Figure 1. Where the registers sit (run 1).
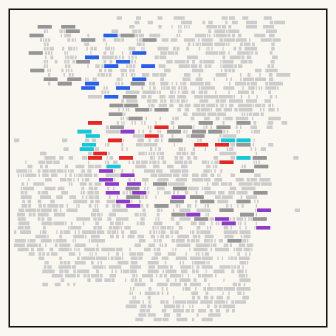
Figure 2. Pin placement (run 1).
Pins as bars across the die edge, other pins in grey.
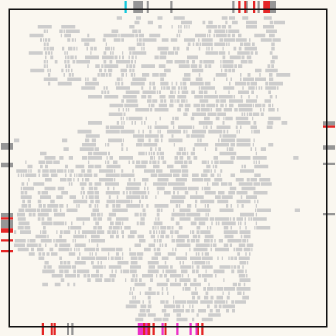
Figure 3. Metal layers overlaid (run 1).
Two of the layers only.
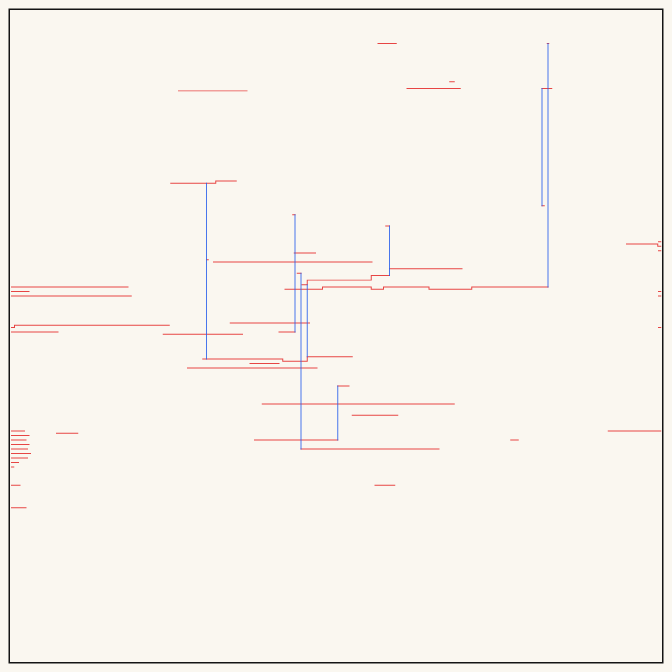
## src/rtl/rgb2gray_stream.sv

```systemverilog
// RGB888 -> 8-bit luma stream stage with programmable weights, counter-derived
// end-of-frame tagging, upstream last checking, and a 3-stage stallable pipeline.
module rgb2gray_stream #(
    parameter int unsigned IMG_W = 1920,
    parameter int unsigned IMG_H = 1080
) (
    input  logic        clk,
    input  logic        rst,
    input  logic [23:0] in_data,
    input  logic        in_keep,
    input  logic        in_last,
    input  logic        in_valid,
    output logic        in_ready,
    input  logic [7:0]  coe_r,
    input  logic [7:0]  coe_g,
    input  logic [7:0]  coe_b,
    output logic [7:0]  out_data,
    output logic        out_valid,
    output logic        out_last,
    input  logic        out_ready,
    output logic        last_err,
    output logic        frame_done
);

    localparam int unsigned CW = (IMG_W > 1) ? $clog2(IMG_W) : 1;
    localparam int unsigned RW = (IMG_H > 1) ? $clog2(IMG_H) : 1;
    localparam int unsigned PW = 16;
    localparam int unsigned YW = 10;

    logic          w_ce;
    logic          w_beat;
    logic          w_col_end;
    logic          w_row_end;
    logic          w_exp_last;
    logic          w_resync;
    logic          w_tag;
    logic [7:0]    w_sat;

    logic [CW-1:0] r_col;
    logic [RW-1:0] r_row;

    logic          r_s1_valid;
    logic          r_s1_last;
    logic [PW-1:0] r_pr;
    logic [PW-1:0] r_pg;
    logic [PW-1:0] r_pb;

    logic          r_s2_valid;
    logic          r_s2_last;
    logic [YW-1:0] r_y;

    // Whole pipeline moves as one; an empty output slot never blocks.
    assign w_ce     = ~out_valid | out_ready;
    assign in_ready = w_ce;
    assign w_beat   = in_valid & w_ce & in_keep;

    assign w_col_end  = (r_col == CW'(IMG_W - 1));
    assign w_row_end  = (r_row == RW'(IMG_H - 1));
    assign w_exp_last = w_col_end & w_row_end;
    assign w_resync   = in_last & ~w_exp_last;
    assign w_tag      = w_exp_last | in_last;

    assign w_sat = (|r_y[YW-1:8]) ? 8'hFF : r_y[7:0];

    // Pixel position; an early upstream last restarts the frame at (0,0).
    always_ff @(posedge clk or posedge rst) begin
        if (rst) begin
            r_col <= '0;
            r_row <= '0;
        end else if (w_beat) begin
            if (w_resync) begin
                r_col <= '0;
                r_row <= '0;
            end else if (w_col_end) begin
                r_col <= '0;
                r_row <= w_row_end ? '0 : r_row + RW'(1);
            end else begin
                r_col <= r_col + CW'(1);
            end
        end
    end

    // S1 products, S2 rounded sum already scaled by 1/256, S3 saturated output.
    always_ff @(posedge clk or posedge rst) begin
        if (rst) begin
            r_s1_valid <= 1'b0;
            r_s1_last  <= 1'b0;
            r_pr       <= '0;
            r_pg       <= '0;
            r_pb       <= '0;
            r_s2_valid <= 1'b0;
            r_s2_last  <= 1'b0;
            r_y        <= '0;
            out_valid  <= 1'b0;
            out_last   <= 1'b0;
            out_data   <= '0;
        end else if (w_ce) begin
            r_s1_valid <= w_beat;
            r_s1_last  <= w_beat & w_tag;
            r_pr       <= PW'(in_data[23:16]) * PW'(coe_r);
            r_pg       <= PW'(in_data[15:8])  * PW'(coe_g);
            r_pb       <= PW'(in_data[7:0])   * PW'(coe_b);
            r_s2_valid <= r_s1_valid;
            r_s2_last  <= r_s1_last;
            r_y        <= YW'((18'(r_pr) + 18'(r_pg) + 18'(r_pb) + 18'd128) >> 8);
            out_valid  <= r_s2_valid;
            out_last   <= r_s2_valid & r_s2_last;
            out_data   <= w_sat;
        end
    end

    always_ff @(posedge clk or posedge rst) begin
        if (rst) begin
            last_err   <= 1'b0;
            frame_done <= 1'b0;
        end else begin
            last_err   <= w_beat & (in_last != w_exp_last);
            frame_done <= out_valid & out_ready & out_last;
        end
    end

endmodule

```

## config.mk

```make
export PLATFORM = sky130hd
export DESIGN_NAME = rgb2gray_stream
export DESIGN_NICKNAME = d
export VERILOG_FILES = /design/src/rtl/rgb2gray_stream.sv
export SDC_FILE = /design/constraint.sdc
export NUM_CORES = 1
export LEC_CHECK = 0
export CAP_MARGIN = 10
export CORE_MARGIN = 2
export CORE_UTILIZATION = 30
export DETAILED_ROUTE_END_ITERATION = 7
export GPL_TIMING_DRIVEN = 0
export PLACE_DENSITY = 0.53
export SYNTH_ARGS = -nofsm -noshare
export SYNTH_HDL_FRONTEND = slang
export SYNTH_SLANG_ARGS = --single-unit
```

## constraint.sdc

```tcl
create_clock -name clk -period 3.1 [get_ports clk]
set_clock_uncertainty 0.1 [all_clocks]
set_input_delay 0.62 -clock clk [delete_from_list [all_inputs] [get_ports clk]]
set_output_delay 0.62 -clock clk [all_outputs]
set_load 0.005 [all_outputs]
```

==> qor.yml, run 1 <==
min_path:
  hold_class: "reg2reg"
status:
  status: "finished, violations left"
  violations: "negative setup slack"
layout:
  nonClkBufAreaFrac_pct: 9.43
  clock_buffers: 10
  final_cells: 1817
  final_common_cell: "inv_1"
  nets: 1663
  fin_util_pct: 38.7
  comb_area_share_pct: 62.7
  final-clk-cell-share_pct: 2.20
  area_delta_synth_final_pct: 27.2
  inv_count: 173
  fill_cells: 3683
  logic_gate_count: 933
  logic_area_um2: 8890
  sh_seq_area_pct: 16.9
worst_setup_path:
  critPathCapture: "r_pr[14]"
  critPathMaxFanout: 3
  startpoint_type: "input port"
  crit_slowest_cell: "fa_1"
  critPathMaxStageDelay_ps: 530
  critPathKind: "in2reg"
  rr_startpoint: "r_pr[4]"
  critPathArrivalTime_ps: 4400
  cp-end-kind: "register"
  critPathRequiredTime_ps: 3280
global_route:
  grt_antenna_before_repair: 0
  grt_max_degree: 41
final_timing:
  worst_pin_slew_ps: 838
  setup_viol: 30
  slew_headroom_pct: 44.1
  setup_slack_ps: -1120
  final_max_slew_viol_count: 0
  period_used_pct: 136
  hold_viol: 0
synthesis:
  netlist_area_um2: 11200
  ys.flops: 96
  ys_cells: 1225
  logic_family: "adder cells"
  top_cells_by_area: "fa_1, dfrtp_1, ha_1"
  synth_nets: 1543
  common_cells: "inv_1, and2_1, ha_1"
  ys_async_sr_fraction_pct: 100
  synth.top_cell.area_share_pct: 22.1
  simple_gate_area_share_pct: 20.3
  ys_seq_share_pct: 21.5
  top_cell: "inv_1"
  top_area_cell: "fa_1"
floorplanning:
  num_tap_cells: 468
  pin_count: 67
route:
  drt_first_iter_violations: 317
  drc: 0
  wl_per_cell_um: 15.1
  vias: 8748
  wl_mm: 27.4
  drt_first_pass_iters: 4
pwr:
  seq_power_share_pct: 16.6
  vdd_ir_drop_max_mv: 0.695
  finalPower_uw: 12700
  powerDensity_nw_per_um2: 896
  pg_comb_uw: 9400
  leakage_uw: 0.00670
clock_network:
  htreeDepth: 3
  clk_pin_slew_ps: 60
  cts_max_path_buffers: 2
  cts_tree: "yes"
  cts_buffers: 9
run:
  drv_cap: 0
  warnings: 30
placement:
  numPortBuffers: 66
  dp_hpwl_mm: 21.5
About Figure 1:
Purple is `r_pb`, sequential cells 16. Red is `r_y`, sequential cells 10. Blue is `r_col`, sequential cells 11. Cyan is `out_data`, sequential cells 8.
Another 51 sequential cells are not coloured.

About Figure 2:
Red is `in_data`, pins 24, direction input, edge 11 south, 7 north, 5 west, 1 east. Magenta is `coe_r`, pins 8, direction input, edge south. Cyan is `in_last`, pins 1, direction input, edge north.
All pins by edge: 23 north, 21 south, 16 west, 7 east.

About Figure 3:
Blue is metal 4, wire length 303 um. Red is metal 3, wire length 777 um.

run 1: layer usage:
| layer | vias to the layer above | GRT usage (%) | share of wire (%) |
|---|---|---|---|
| li1 | 4230 | - | - |
| met1 | 4427 | 19.9 | 46 |
| met4 | 0 | 3.01 | 1.1 |
| met3 | 18 | 2.07 | 2.8 |
| met2 | 73 | 26.1 | 50 |
| met5 | - | 0 | 0 |
run 1: state kept, by name, summed over array words and instances, names as in the netlist:
signal	flops
out_last	1
r_pb	16
r_pr	16
out_valid	1
out_data	8
r_col	11
last_err	1
r_s2_valid	1
frame_done	1
r_s2_last	1
r_s1_last	1
r_pg	16
r_y	10
r_row	11
r_s1_valid	1
run 1: critical path, delay by kind of cell:
kind | cells | cell delay (ps)
compound gates | 3 | 450
buf+inv | 3 | 190
fa+ha+maj | 5 | 2170
simple gates | 4 | 970
Figure 4. M3 wires (run 1).
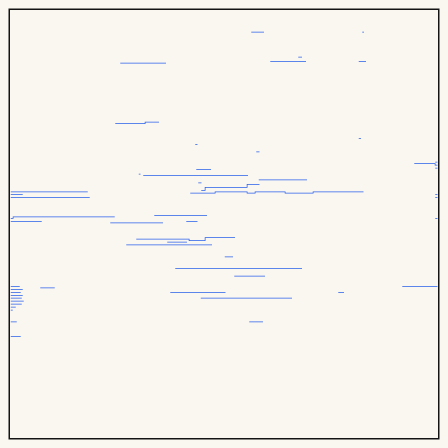

==> run 2: changes to the inputs <==
Settings changed: CTS_BUF_LIST from default to sky130_fd_sc_hd__clkbuf_2.
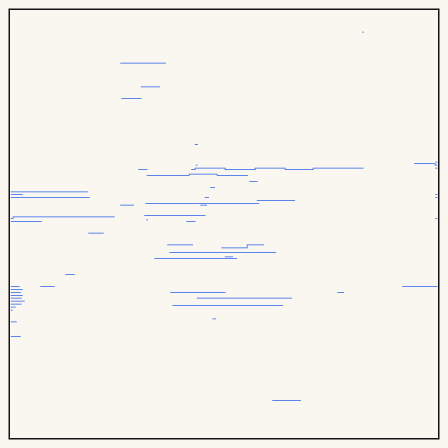
Figure 5: run 2, M3 wires.
The longest straight run is 52.0 um. The layer carries 780 um of wire. 44 nets have wire on it. The layer holds 2.8% of the routed length.
Routed WL: 27.4 mm
met3 usage: 1.88%
vias after detailed routing: 8754

==> qor.yml, run 2 <==
global_route:
  grt_antenna_before_repair: 1  # +1
  grt_max_degree: 41  # unchanged
  busiest_layer: "met2"
  use_met1_pct: 20.0  # +0.030 points
  grt_pass1_vias: 9374
synthesis:
  top_area_cell: "fa_1"
  top_cell: "inv_1"
  synth.top_cell.area_share_pct: 22.1  # unchanged
  ys.flops: 96  # unchanged
  edf_count: 0
  ys_cells: 1225  # unchanged
  synth_nets: 1543  # unchanged
  ys_async_sr_fraction_pct: 100  # unchanged
  common_cells: "inv_1, and2_1, ha_1"
  ys_seq_share_pct: 21.5  # unchanged
floorplanning:
  pin_count: 67  # unchanged
  fp.dieW_um: 197
  design.core.area_um2: 36600
  num_tap_cells: 468  # unchanged
pwr:
  powerDensity_nw_per_um2: 894  # -0.16%
  switchingPower_uw: 5910
  seq_power_share_pct: 16.8  # +0.2 points
  p_sw_share_pct: 47.1
  pg_comb_uw: 9750  # +3.7%
  finalPower_uw: 12500  # -1.2%
  cellInternalPower_uw: 6630
  p_seq_uw: 2110
  vdd_ir_drop_max_mv: 0.784  # +13%
  leakage_uw: 0.00663  # -0.97%
layout:
  logic_area_um2: 8910  # +0.18%
  nets: 1664  # +0.060%
  final_cells: 1819  # +0.11%
  clock_buffers: 10  # unchanged
  inv_count: 173  # unchanged
  comb_area_share_pct: 63.5  # +0.80 points
  final-clk-cell-share_pct: 0.946  # -1.3 points
  nonClkBufAreaFrac_pct: 9.58  # +0.15 points
  area_delta_synth_final_pct: 25.8
  fill_cells: 3724  # +1.1%
  reg_top3: "r_pb: 16 flops, r_pg: 16 flops, r_pr: 16 flops"
worst_setup_path:
  startpoint_type: "input port"
  crit_slowest_cell: "fa_1"
  crit_cells: 15  # unchanged
  crit_family: "adder cells"
  critPathCapture: "r_pr[14]"
  cp-end-kind: "register"
  critPathArrivalTime_ps: 4360  # -40 ps
  critPathRequiredTime_ps: 3510  # +230 ps
  critPathKind: "in2reg"
  critPathMaxFanout: 8  # +5
  rr_startpoint: "r_pr[6]"
  critPathMaxStageDelay_ps: 530  # about the same
  worstSetupStartpoint: "coe_r[6]"
  crit_buf_inv: 3  # unchanged
route:
  top_layer: "met4"
  wl_per_cell_um: 15.1  # -0.16%
  met3_length_um: 779  # +0.39%
  met1Wirelength_mm: 12.5  # -1.2%
  wl_met2_mm: 13.8  # +1.1%
  drt_first_iter_violations: 293  # -7.6%
  drt_first_pass_iters: 4  # unchanged
  via_per_inst: 4.81
final_timing:
  final_max_slew_viol_count: 0  # unchanged
  setup_slack_ps: -845  # +275 ps
  setup_viol: 28  # -6.7%
  hold_viol: 0  # unchanged
  worst_pin_slew_ps: 804  # -34.1 ps
  period_used_pct: 127  # -8.9 points
placement:
  dp_hpwl_mm: 21.5  # unchanged
  numPortBuffers: 66  # unchanged
  post-place-ws_ps: -2130
clock_network:
  cts_buffers: 9  # unchanged
  cts_max_path_buffers: 2  # unchanged
  cts_tree: "yes"
  clk_pin_slew_ps: 280  # +220 ps
  htreeDepth: 3  # unchanged
status:
  status: "finished, violations left"
  violations: "negative setup slack"
run:
  drv_cap: 0  # unchanged
min_path:
  hold_class: "in2reg"
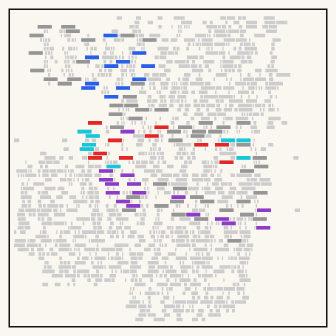
Figure 6: run 2, where the registers sit.
Cyan is `out_data`, sequential cells 8. Purple is `r_pb`, sequential cells 16. Blue is `r_col`, sequential cells 11. Red is `r_y`, sequential cells 10.
Another 51 sequential cells are not coloured.
Flop area: 2400 um^2
fin util: 38.3%
Seq/total area: 17.1%

[run 2: cell counts after synthesis]
Identical to the previous run, type by type.
[run 2: worst register-to-register path: stages (launching register included)]
cell and delay (ps):
dfrtp_1 470, fa_1 450, fa_1 470, ha_1 320, o2111ai_2 150, o211a_1 300
a21oi_2 220, a31oi_1 130, xor2_1 230, o21ai_1 90
[run 2: cell families (layout without fill, tap and decap cells)]
family / after synthesis / in the layout / synth area share [%]
other: 0 / 1 / 0
multiplexers: 4 / 4 / 0.382
buffers and inverters: 196 / 321 / 6.61
AND-OR/OR-AND: 188 / 188 / 10.8
AND/OR/NAND/NOR: 446 / 446 / 20.3
adder cells (fa/ha/maj): 264 / 264 / 37.9
flip-flops: 96 / 96 / 21.5
XOR/XNOR: 31 / 31 / 2.43
Power is estimated from default activity; no workload was simulated.
